==> config.mk <==
export PLATFORM = sky130hd
export DESIGN_NAME = seq_detect_param
export DESIGN_NICKNAME = d
export VERILOG_FILES = /design/src/rtl/seq_detect_param.sv
export SDC_FILE = /design/constraint.sdc
export NUM_CORES = 1
export LEC_CHECK = 0
export CAP_MARGIN = 5
export CORE_UTILIZATION = 30
export CTS_BUF_LIST = sky130_fd_sc_hd__clkbuf_8 sky130_fd_sc_hd__clkbuf_16
export CTS_CLUSTER_DIAMETER = 50
export DETAILED_ROUTE_END_ITERATION = 16
export SYNTH_ARGS = -nofsm -noshare
export SYNTH_HDL_FRONTEND = slang
export SYNTH_SLANG_ARGS = --single-unit
==> constraint.sdc <==
create_clock -name clk -period 2.4 [get_ports clk]
set_clock_uncertainty 0.1 [all_clocks]
set_input_delay 0.24 -clock clk [delete_from_list [all_inputs] [get_ports clk]]
set_output_delay 0.24 -clock clk [all_outputs]
set_load 0.01 [all_outputs]
congestion_map.png
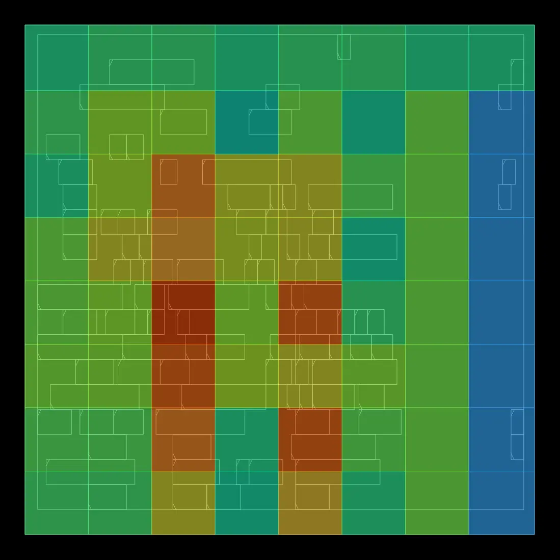
GRT met2 Usage: 20.3%
grt peak-use layer: met2
drt wl/cell: 12.7 microns
post-layout util: 37.2%
total global-route track usage: 11.2%

ff_map.png
Scale bar: 20 microns. Other sequential cells in the stronger gray, the rest of the logic in the fainter gray.
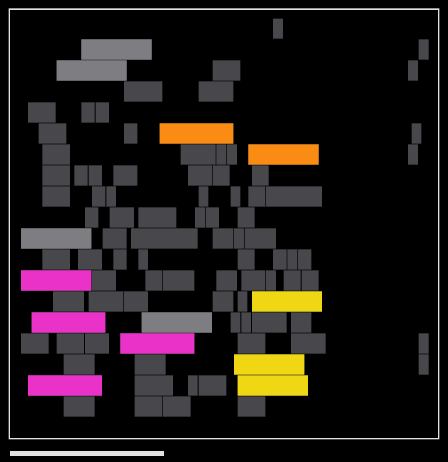
state_q: marked orange, flops 2. pat_q: marked magenta, flops 4, where south-west. fill_q: marked yellow, flops 3.
register area: 330 sq um
Seq area share: 32.5%
Seq power: 239 uW

==> flow_summary.ini <==
; flow metrics
[run_status]
status = complete, no violations

[yosys]
synth_flops = 13
ys_area_sq_um = 857
edf_count = 0
synthDistinctLibCells = 34
synth.cell_area_sq_um = 857
flop_cell = dfrtp_1
async_flop_share_pct = 100
ys_warn_count = 0

[clock_network]
postCtsSetupBuffers = 0
insertion_delay_ns = 0.25
cts_root_buf = clkbuf_8
cts_buffer_depth = 2
cts_max_level = 1

[floorplan]
fp_util_pct = 31.4
die_y_microns = 55.5
fp-row-count = 19
die_width_microns = 55.5

[run]
warnings = 28
cap_violations = 0

[final_timing]
finalSetupViolations = 0
max-slew-margin-rel_pct = 59.2
tns_ns = 0
timing.final.crit_share_pct = 82.4
max_freq_mhz = 505

[setup_path]
critPathKind = reg -> out
worstPathCellList = inv_1 > ha_1 > clkdlybuf4s50_1
path_max_fanout = 7
crit_path_max_incr_delay_ns = 0.54
startpoint_type = flip-flop

[final_layout]
final_cell_mix = clkdlybuf4s50_1, dfrtp_1, conb_1
largest_register_ffs = 4
fill_cells = 278
layout_top_cell = clkdlybuf4s50_1

[place]
dp.cells = 123

[grt]
met3_usage_pct = 1.41
grt_first_pass_wirelength_microns = 2600

[detailed_routing]
wirelength_microns = 1610
vias_per_cell = 4.91
drt-initial-drc-count = 5
drt-pass1-iter-count = 4

[pwr]
p_per_area_nw_per_um2 = 504

[min_path]
min_path_type = in -> async
==> layout make-up <==
| cell class | count | area share, % |
|---|---|---|
| clock inverter | 1 | 0.492 |
| timing repair buffer | 12 | 11.8 |
| sequential | 13 | 32.5 |
| inverter | 3 | 1.11 |
| tap | 31 | 3.81 |
| clock buffer | 3 | 4.06 |
| multi-input combinational | 64 | 46.2 |
==> synthesized netlist by cell type (2+ instances only) <==
cell / number / share of area (%)
a32oi_1: 3 / 3.1
buf_4: 9 / 7.9
dfrtp_1: 9 / 26
dfstp_2: 4 / 12
ha_1: 4 / 5.8
inv_1: 3 / 1.3
mux2_2: 4 / 5.3
mux2i_1: 2 / 2.3
nand2_1: 7 / 3.1
nand3_1: 3 / 1.8
nor2_1: 3 / 1.3
nor2b_1: 4 / 2.9
o21ai_0: 4 / 2.3
xnor2_1: 4 / 4.1
==> through the flow <==
step                power (mW)  cell area (sq um)  setup WS, ns
floorplan                0.296                883         0.751
global route             0.538               1020         0.360
detailed placement       0.317                971         0.592
finish                   0.513               1020         0.421
global placement         0.315                971         0.617
CTS                      0.525               1020         0.414
==> logic make-up (layout without fill, tap and decap cells) <==
group	after synthesis	count (layout)	share of synthesized area, %
and+or+nand+nor	27	27	21.5
AOI/OAI and AO/OA	15	15	12.4
DFF	13	13	38.5
buffers and inverters	13	19	9.63
muxes	6	6	7.59
adders and majority gates	4	4	5.84
xor gates and xnor gates	4	4	4.09
other	1	8	0.438
==> layer usage <==
metal | vias up | wire length (microns)
li1 | 301 | -
met1 | 298 | 660
met2 | 20 | 844
met3 | 5 | 64
met4 | 0 | 40
met5 | - | 0
==> where the power goes <==
part | switching (mW) | internal, mW
sequential | 0.00668 | 0.232
combinational | 0.0370 | 0.0370
clock | 0.0851 | 0.115
total | 0.129 | 0.384
==> worst max-delay path: cells and delay by family (launching register included) <==
kind | cells | cell delay (ns)
DFF | 1 | 0.54
buffers and inverters | 2 | 0.56
adders and majority gates | 1 | 0.29
No activity file was given, so power comes from the tool's default toggle rates.
